## src/rtl/multicycle_control_if.sv

```systemverilog
// Memory handshake bundle between the multi-cycle control unit and the shared
// instruction/data memory.
//   mem_req   : access request (controller -> memory)
//   mem_wr    : 1 = store, 0 = read; meaningful while mem_req=1
//   iord      : address select, 0 = PC, 1 = ALU result register
//   mem_ready : memory completes the current access this cycle (memory -> controller)
interface multicycle_control_if;
  logic mem_req;
  logic mem_wr;
  logic iord;
  logic mem_ready;

  modport master (output mem_req, output mem_wr, output iord, input mem_ready);
  modport slave  (input mem_req, input mem_wr, input iord, output mem_ready);
endinterface

```

## src/rtl/multicycle_control.sv

```systemverilog
// Multi-cycle control unit for the RV32I core. Sequences each instruction
// through FETCH/DECODE/EXEC/MEM/WB, handshaking with a shared memory, and traps
// on unsupported opcodes or a memory access that never completes.
// Ports:
//   clk, n_rst     : clock (rising edge) and asynchronous active-low reset
//   mem            : memory handshake (req/wr/iord out, ready in)
//   opcode, funct3 : IR fields, stable from DECODE onward
//   zero           : ALU zero flag, valid in EXEC
//   ir_wr, reg_wr, mem_to_reg, alu_src_b, alu_op, pc_wr, pc_src : datapath controls
//   state          : current state for debug
//   illegal, mem_err : sticky trap causes
//   instret        : retired-instruction counter (wraps)
module multicycle_control #(
  parameter int unsigned MEM_TIMEOUT = 16,
  parameter int unsigned CNT_W       = 32,
  parameter bit          EN_JAL      = 1'b1
) (
  input  logic                 clk,
  input  logic                 n_rst,
  multicycle_control_if.master mem,
  input  logic [6:0]           opcode,
  input  logic [2:0]           funct3,
  input  logic                 zero,
  output logic                 ir_wr,
  output logic                 reg_wr,
  output logic [1:0]           mem_to_reg,
  output logic                 alu_src_b,
  output logic [1:0]           alu_op,
  output logic                 pc_wr,
  output logic                 pc_src,
  output logic [2:0]           state,
  output logic                 illegal,
  output logic                 mem_err,
  output logic [CNT_W-1:0]     instret
);

  localparam logic [2:0] S_IDLE   = 3'd0;
  localparam logic [2:0] S_FETCH  = 3'd1;
  localparam logic [2:0] S_DECODE = 3'd2;
  localparam logic [2:0] S_EXEC   = 3'd3;
  localparam logic [2:0] S_MEM    = 3'd4;
  localparam logic [2:0] S_WB     = 3'd5;
  localparam logic [2:0] S_TRAP   = 3'd6;

  localparam logic [6:0] OP_RTYPE  = 7'b0110011;
  localparam logic [6:0] OP_ITYPE  = 7'b0010011;
  localparam logic [6:0] OP_LOAD   = 7'b0000011;
  localparam logic [6:0] OP_STORE  = 7'b0100011;
  localparam logic [6:0] OP_BRANCH = 7'b1100011;
  localparam logic [6:0] OP_JAL    = 7'b1101111;

  // The wait counter only has to reach MEM_TIMEOUT-1 before a trap fires.
  localparam int unsigned       WAIT_W    = (MEM_TIMEOUT > 32'd1) ? $clog2(MEM_TIMEOUT) : 1;
  localparam logic [WAIT_W-1:0] WAIT_LAST = WAIT_W'((MEM_TIMEOUT > 32'd0) ? (MEM_TIMEOUT - 32'd1) : 32'd0);
  localparam logic [WAIT_W-1:0] WAIT_ONE  = WAIT_W'(1);
  localparam logic [CNT_W-1:0]  CNT_ONE   = CNT_W'(1);

  logic [2:0]        state_q, state_d;
  logic [WAIT_W-1:0] wait_q, wait_d;
  logic [CNT_W-1:0]  instret_q, instret_d;
  logic              illegal_q, illegal_d;
  logic              mem_err_q, mem_err_d;
  logic              timeout_s;

  // Supported opcode/funct3 combinations; BRANCH covers only BEQ and BNE.
  function automatic logic op_legal(input logic [6:0] op, input logic [2:0] f3);
    logic ok;
    case (op)
      OP_RTYPE, OP_ITYPE, OP_LOAD, OP_STORE: ok = 1'b1;
      OP_BRANCH: ok = (f3 == 3'b000) || (f3 == 3'b001);
      OP_JAL:    ok = EN_JAL;
      default:   ok = 1'b0;
    endcase
    return ok;
  endfunction

  // A stalled access times out on its MEM_TIMEOUT-th cycle unless ready arrives then.
  assign timeout_s = (MEM_TIMEOUT != 32'd0) && (wait_q == WAIT_LAST) && !mem.mem_ready;

  // Next-state and control strobe decode.
  always_comb begin
    state_d        = state_q;
    illegal_d      = illegal_q;
    mem_err_d      = mem_err_q;
    mem.mem_req    = 1'b0;
    mem.mem_wr     = 1'b0;
    mem.iord       = 1'b0;
    ir_wr          = 1'b0;
    reg_wr         = 1'b0;
    mem_to_reg     = 2'b00;
    alu_src_b      = 1'b0;
    alu_op         = 2'b00;
    pc_wr          = 1'b0;
    pc_src         = 1'b0;
    case (state_q)
      S_IDLE: state_d = S_FETCH;
      S_FETCH: begin
        mem.mem_req = 1'b1;
        if (mem.mem_ready) begin
          ir_wr   = 1'b1;
          state_d = S_DECODE;
        end else if (timeout_s) begin
          state_d   = S_TRAP;
          mem_err_d = 1'b1;
        end else begin
          state_d = S_FETCH;
        end
      end
      S_DECODE: begin
        if (op_legal(opcode, funct3)) begin
          state_d = S_EXEC;
        end else begin
          state_d   = S_TRAP;
          illegal_d = 1'b1;
        end
      end
      S_EXEC: begin
        case (opcode)
          OP_RTYPE: begin
            alu_op  = 2'b10;
            state_d = S_WB;
          end
          OP_ITYPE: begin
            alu_src_b = 1'b1;
            alu_op    = 2'b10;
            state_d   = S_WB;
          end
          OP_LOAD, OP_STORE: begin
            alu_src_b = 1'b1;
            state_d   = S_MEM;
          end
          OP_BRANCH: begin
            alu_op  = 2'b01;
            pc_wr   = 1'b1;
            pc_src  = (funct3 == 3'b000) ? zero : ~zero;
            state_d = S_FETCH;
          end
          OP_JAL: begin
            if (EN_JAL) begin
              reg_wr     = 1'b1;
              mem_to_reg = 2'b10;
              pc_wr      = 1'b1;
              pc_src     = 1'b1;
              state_d    = S_FETCH;
            end else begin
              state_d   = S_TRAP;
              illegal_d = 1'b1;
            end
          end
          // IR changed under us after DECODE: refuse to execute it.
          default: begin
            state_d   = S_TRAP;
            illegal_d = 1'b1;
          end
        endcase
      end
      S_MEM: begin
        mem.mem_req = 1'b1;
        mem.iord    = 1'b1;
        mem.mem_wr  = (opcode == OP_STORE);
        if (mem.mem_ready) begin
          if (opcode == OP_STORE) begin
            pc_wr   = 1'b1;
            state_d = S_FETCH;
          end else begin
            state_d = S_WB;
          end
        end else if (timeout_s) begin
          state_d   = S_TRAP;
          mem_err_d = 1'b1;
        end else begin
          state_d = S_MEM;
        end
      end
      S_WB: begin
        reg_wr     = 1'b1;
        mem_to_reg = (opcode == OP_LOAD) ? 2'b01 : 2'b00;
        pc_wr      = 1'b1;
        state_d    = S_FETCH;
      end
      S_TRAP: state_d = S_TRAP;
      // Unused encoding 7 is treated as a fault.
      default: state_d = S_TRAP;
    endcase
  end

  // Stall counter: counts unanswered request cycles, cleared on every state change.
  always_comb begin
    if (state_d != state_q) begin
      wait_d = {WAIT_W{1'b0}};
    end else if (((state_q == S_FETCH) || (state_q == S_MEM)) && !mem.mem_ready) begin
      wait_d = wait_q + WAIT_ONE;
    end else begin
      wait_d = wait_q;
    end
  end

  // Every PC write ends an instruction, so it is the retire event.
  always_comb begin
    if (pc_wr) begin
      instret_d = instret_q + CNT_ONE;
    end else begin
      instret_d = instret_q;
    end
  end

  // State registers with asynchronous reset.
  always_ff @(posedge clk or negedge n_rst) begin
    if (!n_rst) begin
      state_q   <= S_IDLE;
      wait_q    <= {WAIT_W{1'b0}};
      instret_q <= {CNT_W{1'b0}};
      illegal_q <= 1'b0;
      mem_err_q <= 1'b0;
    end else begin
      state_q   <= state_d;
      wait_q    <= wait_d;
      instret_q <= instret_d;
      illegal_q <= illegal_d;
      mem_err_q <= mem_err_d;
    end
  end

  assign state   = state_q;
  assign illegal = illegal_q;
  assign mem_err = mem_err_q;
  assign instret = instret_q;

endmodule
```

## src/flat_wrapper.sv

```systemverilog
// flat-port wrapper written by rule: the top's interface ports become plain ports
module multicycle_control_flat 
#(
  parameter int unsigned MEM_TIMEOUT = 16,
  parameter int unsigned CNT_W       = 32,
  parameter bit          EN_JAL      = 1'b1
)
  (clk, n_rst, opcode, funct3, zero, ir_wr, reg_wr, mem_to_reg, alu_src_b, alu_op, pc_wr, pc_src, state, illegal, mem_err, instret, mem_mem_req, mem_mem_wr, mem_iord, mem_mem_ready);
  multicycle_control_if mem_i ();
  input  logic clk;
  input  logic n_rst;
  input  logic [6:0] opcode;
  input  logic [2:0] funct3;
  input  logic zero;
  output logic ir_wr;
  output logic reg_wr;
  output logic [1:0] mem_to_reg;
  output logic alu_src_b;
  output logic [1:0] alu_op;
  output logic pc_wr;
  output logic pc_src;
  output logic [2:0] state;
  output logic illegal;
  output logic mem_err;
  output logic [CNT_W-1:0] instret;
  output wire logic [$bits(mem_i.mem_req)-1:0] mem_mem_req;
  output wire logic [$bits(mem_i.mem_wr)-1:0] mem_mem_wr;
  output wire logic [$bits(mem_i.iord)-1:0] mem_iord;
  input wire logic [$bits(mem_i.mem_ready)-1:0] mem_mem_ready;
  assign mem_mem_req = mem_i.mem_req;
  assign mem_mem_wr = mem_i.mem_wr;
  assign mem_iord = mem_i.iord;
  assign mem_i.mem_ready = mem_mem_ready;
  multicycle_control #(.MEM_TIMEOUT(MEM_TIMEOUT), .CNT_W(CNT_W), .EN_JAL(EN_JAL)) u_core (.clk(clk), .n_rst(n_rst), .mem(mem_i), .opcode(opcode), .funct3(funct3), .zero(zero), .ir_wr(ir_wr), .reg_wr(reg_wr), .mem_to_reg(mem_to_reg), .alu_src_b(alu_src_b), .alu_op(alu_op), .pc_wr(pc_wr), .pc_src(pc_src), .state(state), .illegal(illegal), .mem_err(mem_err), .instret(instret));
endmodule
```

## config.mk

```make
export PLATFORM = sky130hd
export DESIGN_NAME = multicycle_control_flat
export DESIGN_NICKNAME = d
export VERILOG_FILES = /design/src/rtl/multicycle_control_if.sv /design/src/rtl/multicycle_control.sv /design/src/flat_wrapper.sv
export SDC_FILE = /design/constraint.sdc
export NUM_CORES = 1
export LEC_CHECK = 0
export CAP_MARGIN = 15
export CELL_PAD_IN_SITES_DETAIL_PLACEMENT = 2
export CELL_PAD_IN_SITES_GLOBAL_PLACEMENT = 2
export CORE_MARGIN = 5
export CORE_UTILIZATION = 27
export DETAILED_ROUTE_END_ITERATION = 6
export GPL_TIMING_DRIVEN = 0
export PLACE_DENSITY_LB_ADDON = 0.25
export RECOVER_POWER = 100
export REMOVE_ABC_BUFFERS = 1
export SYNTH_ARGS = -nofsm -noshare
export SYNTH_HDL_FRONTEND = slang
export SYNTH_SLANG_ARGS = --single-unit
```

## constraint.sdc

```tcl
create_clock -name clk -period 1.8 [get_ports clk]
set_input_delay 0.36 -clock clk [delete_from_list [all_inputs] [get_ports clk]]
set_output_delay 0.36 -clock clk [all_outputs]
set_load 0.03 [all_outputs]
```

==> flow_summary.ini, run 1 <==
; yosys + openroad results
[outcome]
outcome = finished with violations
violations = negative setup slack

[clock_network]
clk_pin_slew_ns = 0.08
clockRootBuffer = clkbuf_8
cts_sinks = 41
post_cts_resized = 159
postCtsSetupBuffers = 34
numCtsBuffers = 5
cts_buffer_depth = 2
htreeDepth = 2

[layout]
n_all_inverters = 6
buffers = 108
antenna_cells = 0
fin_nets = 358
area_growth_pct = 59.2
seq_cells = 41
nMultiInputCombCells = 180
clkbuf_count = 7
area_dominant_class = combinational gates
largest_register_ffs = 32
clk_share_pct = 3.11
n_fill_cell = 899
seq_area_um2 = 1030
mi_logic_area_um2 = 1570
instances_no_fill = 451
final_cell_mix = 40 x buf_4, 38 x dfrtp_1, 31 x xnor2_1

[pwr]
power_frac_seq_pct = 44.4
p_seq_mw = 0.991
p_switching_mw = 0.635
finalPower_mw = 2.23
pwr_density_cell_nw_per_um2 = 597
p_leak_nw = 1.66
internal_power_mw = 1.60
maxPowerGroup = registers
combPwrFrac_pct = 21.0
pwr.group.combinational_mw = 0.468

[setup_path]
cp_slowest_cell = a2111o_1
arrival_ns = 1.68
startpoint_type = flop
cp.buffers_inverters = 1
r2r_cells = 8
cp_cell_sequence = nand3b_4 > a2111o_1 > o21ai_4 > buf_6
endpoint = pc_wr
crit_start = u_core.state[2]
r2r_start = u_core.state[2]
crit_path_max_fanout = 4

[timing]
fin_crit_sh_pct = 114
grt_setup_unrepaired = true
tightest_slew_ns = 0.629
slew_headroom_pct = 58.0
fin_skew_ns = 0.0143
fmax_mhz = 489
setup_violations = 46
post-route-min-period_ns = 2.04
hold_viol = 0
worst_slack_ns = -0.244
hold_slack_ns = 0.476
tns_ns = -5.92

[synthesis]
avgSynthCellArea_um2 = 9.96
ys.flops = 41
largest_area_cell = dfrtp_1
synth.comb.largest_family = simple AND/OR/NAND/NOR gates
postSynthSeqShare_pct = 43.7
yosys-stat-area_um2 = 2350
yosys.area.top_type_share_pct = 43.7
syn_area_um2 = 2350
syn_inst = 236
synth_cell_types = 48
adder_share_pct = 1.06
ys_cells = 236
ff_type = dfrtp_1
ys_top_cells_by_area = dfrtp_1 44%, xnor2_1 12%, nand4_1 4.5%
yosys-top-cells-count = 41 x dfrtp_1, 32 x xnor2_1, 19 x nand3_1
async_flop_share_pct = 100
mux_area_share_pct = 1.33
synth_compound_gate_area_share_pct = 9.58

[floorplan]
ios = 63
taps = 108
core_util_floorplan_pct = 27.3
die_area_um2 = 10700

[detailed_routing]
final_antenna_net_count = 0
wl_met1_mm = 3.73
drtIter0Drc = 41
detail_route.vias_per_cell = 5.25
drc = 0
top_layer = met4
dr_total_vias = 2369
route.met2.wl_mm = 5.03
route.met3.wl_um = 487
dr.pass1.iters = 4
wire_per_inst_um = 20.8
finalWirelength_mm = 9.40

[global_route]
use_met1_pct = 20.0
grt.total_usage_pct = 16.9
grt_pass1_vias = 2598
globalRoute.busiestLayer = met2
grt_start_max_net_pins = 32
grtUsageMet3_pct = 4.49

[run]
max_cap_violations = 0
warning_count = 27

[min_path]
hold_path_depth = 1
hp-start = u_core.illegal
holdPathEnd = u_core.illegal
hold_path.class = flop to flop

[placed_design]
numPortBuffers = 62
dp.cells = 397
place_congestion = 0.751
dp_slack_ns = -1.55
run_1/floorplan.png
(4 px per um) Pins as bars on the die edge.
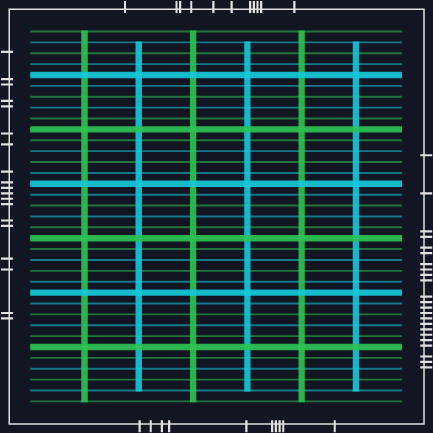
VDD: drawn in cyan. VSS: drawn in green.
The core has 34 rows. 6 straps on met4.
die height: 103 um
peak supply drop: 0.488 mV
Die X: 103 um
Core Footprint: 8590 um^2

run_1/class_map.png
(3 px per um) Fill, decap, tap and diode cells in gray.
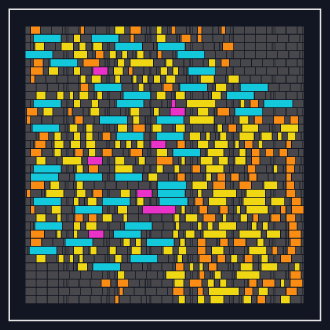
remaining logic cells: drawn in yellow, cells 186, share of their area 44%. sequential cells: drawn in cyan, cells 41, share of their area 29%. clock drivers and dummy loads: drawn in magenta, cells 8, share of their area 3.2%. remaining buffers and delay cells: drawn in orange, cells 108, share of their area 24%.
final core utilization: 43.5%
final instance area: 3740 um^2
Seq area share: 27.5%
row cnt: 34

run_1/clock_wires.png
(6 px per um)
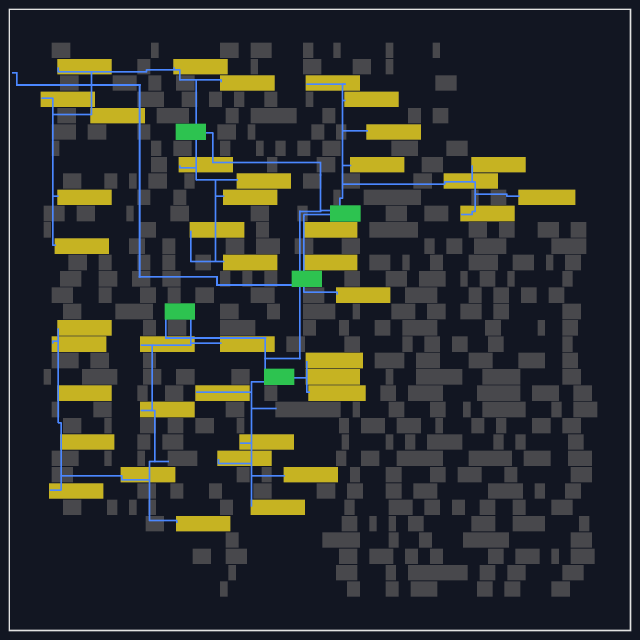
flip-flops: drawn in yellow, count 41. clock wires: drawn in blue, length 583 um. clock-net drivers: drawn in green, count 5.
There are 6 routed clock nets.
clk pwr: 0.775 mW
clk latency late pin: 0.30 ns

run_1/layers.png
(4 px per um) Only two layers are drawn.
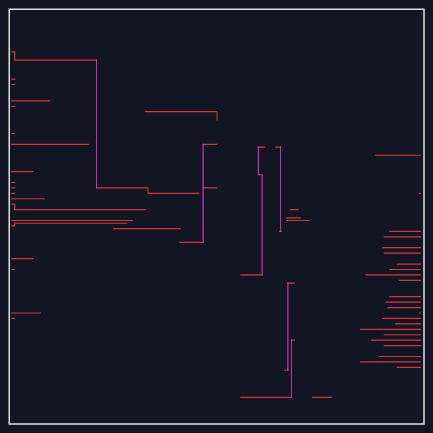
M3: drawn in red, wire length 488 um. M4: drawn in magenta, wire length 146 um.

run_1/placed.png
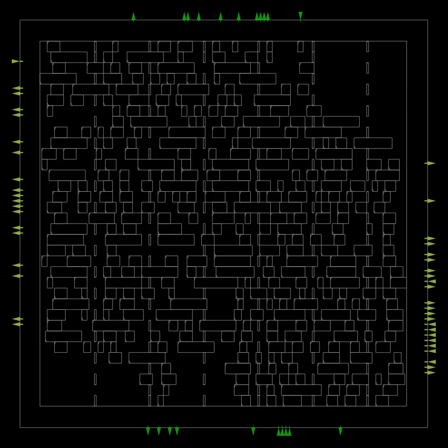

==> run 2, diff against run 1 <==
--- a/config.mk
+++ b/config.mk
@@ -15,6 +15,7 @@
 export PLACE_DENSITY_LB_ADDON = 0.25
 export RECOVER_POWER = 100
 export REMOVE_ABC_BUFFERS = 1
+export SKIP_CTS_REPAIR_TIMING = 1
 export SYNTH_ARGS = -nofsm -noshare
 export SYNTH_HDL_FRONTEND = slang
 export SYNTH_SLANG_ARGS = --single-unit
run_2/placed.png
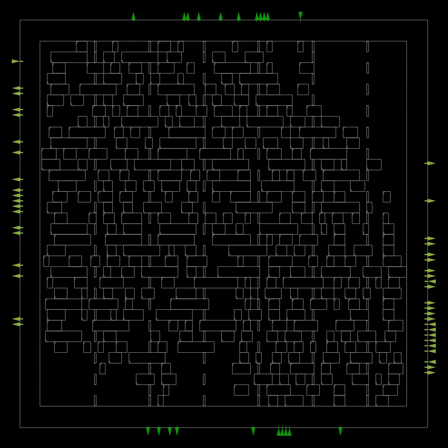
# Taps: 108
fillers: 927
final std cells w/o fill: 450
flop count: 41
Seq area share: 28.0%

run_2/clock_wires.png
(6 px per um)
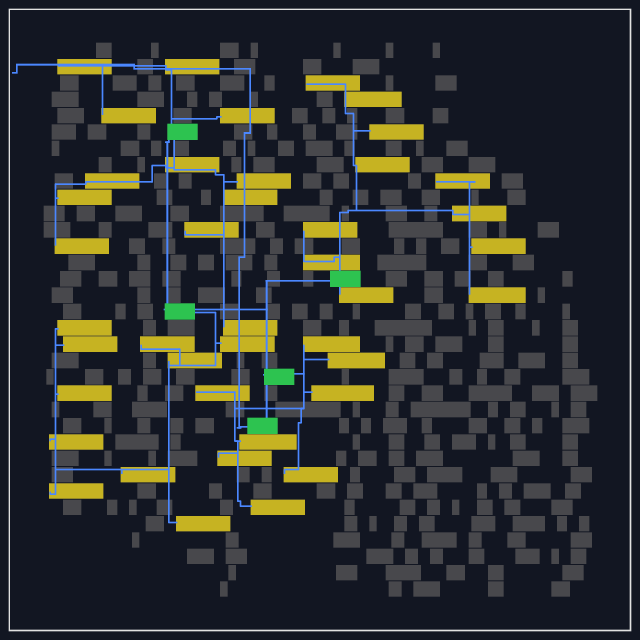
clock-net drivers: drawn in green, count 5. flip-flops: drawn in yellow, count 41. clock wires: drawn in blue, length 620 um.
There are 6 routed clock nets.
clock share of power: 35.3%
clock skew: 0.0109 ns

==> flow_summary.ini, run 2 <==
; yosys + openroad results
[outcome]
outcome = finished with violations
violations = negative setup slack

[setup_path]
cp.buffers_inverters = 1
crit_path_max_fanout = 7
endpoint = pc_wr
cp_cell_sequence = nand3b_4 > a2111o_1 > o21ai_4 > buf_6
arrival_ns = 1.72
r2r_cells = 7
crit_start = u_core.state[2]
cp_slowest_cell = dfrtp_2
r2r_start = u_core.state[2]

[synthesis]
yosys.area.top_type_share_pct = 43.7
avgSynthCellArea_um2 = 9.96
largest_area_cell = dfrtp_1
syn_area_um2 = 2350
syn_inst = 236
mux_area_share_pct = 1.33
postSynthSeqShare_pct = 43.7
async_flop_share_pct = 100
synth_compound_gate_area_share_pct = 9.58
ys_cells = 236
yosys-stat-area_um2 = 2350
adder_share_pct = 1.06
synth.comb.largest_family = simple AND/OR/NAND/NOR gates
yosys-top-cells-count = 41 x dfrtp_1, 32 x xnor2_1, 19 x nand3_1
ff_type = dfrtp_1
synth_cell_types = 48

[detailed_routing]
top_layer = met4
finalWirelength_mm = 8.82
wl_met1_mm = 3.73
dr_total_vias = 2341
final_antenna_net_count = 0
drtIter0Drc = 54
detail_route.vias_per_cell = 5.20
dr.pass1.iters = 3
route.met3.wl_um = 466

[global_route]
grt_start_max_net_pins = 34
use_met1_pct = 17.3
globalRoute.busiestLayer = met2
grtUsageMet3_pct = 4.49
grt.total_usage_pct = 13.5

[layout]
seq_area_um2 = 1040
mi_logic_area_um2 = 1460
n_all_inverters = 6
clk_share_pct = 3.15
antenna_cells = 0
buffers = 107
nMultiInputCombCells = 180
fin_nets = 357
largest_register_ffs = 32
clkbuf_count = 7
stdcell_area_um2 = 3700
final_util_pct = 43.1
final_cell_mix = 44 x buf_4, 34 x dfrtp_1, 32 x xnor2_1
area_growth_pct = 57.5

[floorplan]
dieHeight_um = 103
die_area_um2 = 10700
rows = 34
ios = 63
fp.dieW_um = 103

[clock_network]
clock.latency.late_pin_ns = 0.30
clk_pin_slew_ns = 0.08
clockRootBuffer = clkbuf_8
htreeDepth = 2
cts_sinks = 41
numCtsBuffers = 5
cts_buffer_depth = 2

[min_path]
holdPathEnd = u_core.illegal
hp-start = u_core.illegal
hold_path.class = flop to flop
hold_path_depth = 1

[pwr]
pwr_density_cell_nw_per_um2 = 594
clock_power_mw = 0.775
pwr.group.combinational_mw = 0.428
p_leak_nw = 1.84
combPwrFrac_pct = 19.5
finalPower_mw = 2.20
p_seq_mw = 0.996
power_frac_seq_pct = 45.3
maxPowerGroup = registers

[placed_design]
dp_slack_ns = -1.55
numPortBuffers = 62
dp.cells = 397
place_congestion = 0.751

[timing]
post-route-min-period_ns = 2.08
grt_setup_unrepaired = true
fmax_mhz = 480
slew_headroom_pct = 55.4
worst_slack_ns = -0.284
hold_viol = 0
setup_violations = 39
tns_ns = -3.03
hold_slack_ns = 0.476

[run]
warning_count = 26
run_2/layers.png
(4 px per um) Only two layers are drawn.
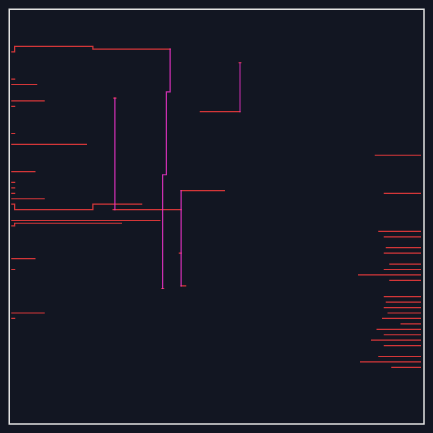

==> run 3, diff against run 2 <==
--- a/config.mk
+++ b/config.mk
@@ -15,6 +15,7 @@
 export PLACE_DENSITY_LB_ADDON = 0.25
 export RECOVER_POWER = 100
 export REMOVE_ABC_BUFFERS = 1
+export SETUP_SLACK_MARGIN = 0.05
 export SKIP_CTS_REPAIR_TIMING = 1
 export SYNTH_ARGS = -nofsm -noshare
 export SYNTH_HDL_FRONTEND = slang
==> constraint.sdc (replaced) <==
create_clock -name clk -period 1.85 [get_ports clk]
set_input_delay 0.37 -clock clk [delete_from_list [all_inputs] [get_ports clk]]
set_output_delay 0.37 -clock clk [all_outputs]
set_load 0.03 [all_outputs]
run_3/layers.png
(4 px per um) Only two layers are drawn.
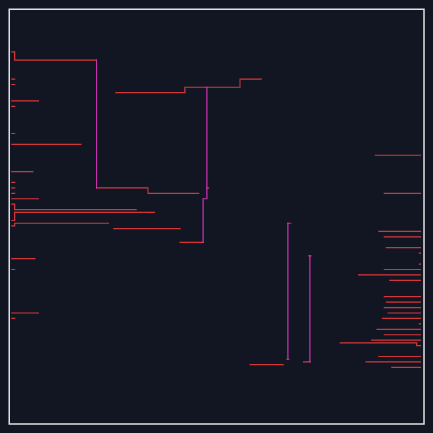
M4: drawn in magenta, wire length 132 um. M3: drawn in red, wire length 481 um.
final WL: 8.87 mm
GRT Util Overall: 13.5%

run_3/clock_wires.png
(6 px per um)
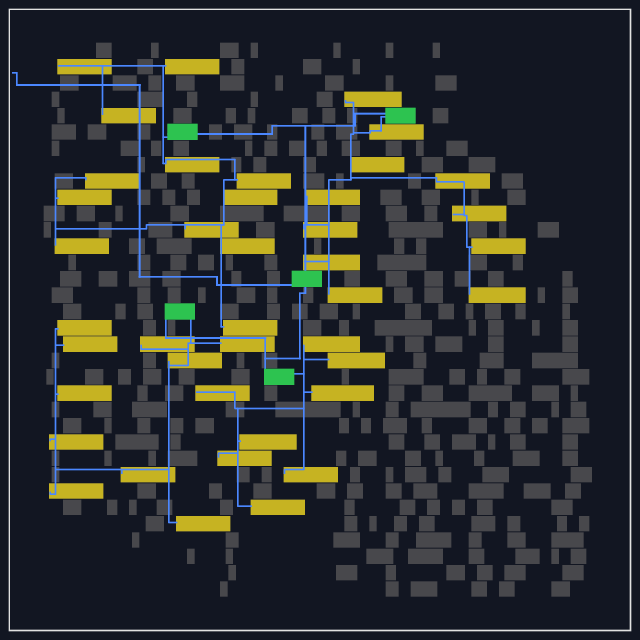
flip-flops: drawn in yellow, count 41. clock-net drivers: drawn in green, count 5. clock wires: drawn in blue, length 623 um.
There are 6 routed clock nets.

==> flow_summary.ini, run 3 <==
; yosys + openroad results
[clock_network]
numCtsBuffers = 5
cts_buffer_depth = 2
clockRootBuffer = clkbuf_8

[layout]
instances_no_fill = 448
largest_register_ffs = 32
n_fill_cell = 939
seq_cells = 41
area_dominant_class = combinational gates
fin_nets = 355
mi_logic_area_um2 = 1460
final_util_pct = 41.1
n_all_inverters = 6
antenna_cells = 0
seq_share_pct = 29.4
area_growth_pct = 50.4
final_cell_mix = 43 x buf_4, 34 x dfrtp_1, 32 x xnor2_1, 32 x clkbuf_1, 17 x nand4_1

[pwr]
pwr-share-clk_pct = 35.9
power_frac_seq_pct = 45.5
pwr.group.combinational_mw = 0.397
p_seq_mw = 0.968
p_switching_mw = 0.599
vdd_drop_max_mv = 0.311
combPwrFrac_pct = 18.7

[outcome]
violations = negative setup slack
outcome = finished with violations

[synthesis]
ff_type = dfrtp_1
async_flop_share_pct = 100
syn_area_um2 = 2350
yosys-stat-area_um2 = 2350
adder_share_pct = 1.06
yosys-top-cells-count = 41 x dfrtp_1, 32 x xnor2_1, 19 x nand3_1
synth.comb.largest_family = simple AND/OR/NAND/NOR gates
largest_area_cell = dfrtp_1
syn_inst = 236
yosys.area.top_type_share_pct = 43.7
avgSynthCellArea_um2 = 9.96

[detailed_routing]
route.met3.wl_um = 481
wl_met1_mm = 3.74
route.met2.wl_mm = 4.52

[timing]
fin_crit_sh_pct = 114
post-route-min-period_ns = 2.10
fin_skew_ns = 0.0141
slew_headroom_pct = 49.0
fmax_mhz = 476
setup_violations = 26
worst_slack_ns = -0.252
tns_ns = -1.62
hold_viol = 0
grt_setup_unrepaired = true

[global_route]
globalRoute.busiestLayer = met2

[floorplan]
dieHeight_um = 103
core_um2 = 8590
fp.dieW_um = 103
rows = 34

[min_path]
hold_path.class = flop to flop
holdPathEnd = u_core.illegal
hp-start = u_core.illegal
hold_path_depth = 1

[setup_path]
arrival_ns = 1.73
crit_path_max_fanout = 7
r2r_cells = 7
crit_start = u_core.state[2]
r2r_start = u_core.state[2]
cp_cell_sequence = nand3b_4 > a2111o_1 > o21ai_4 > buf_6

[placed_design]
numPortBuffers = 62
Power is estimated from default activity; no workload was simulated.
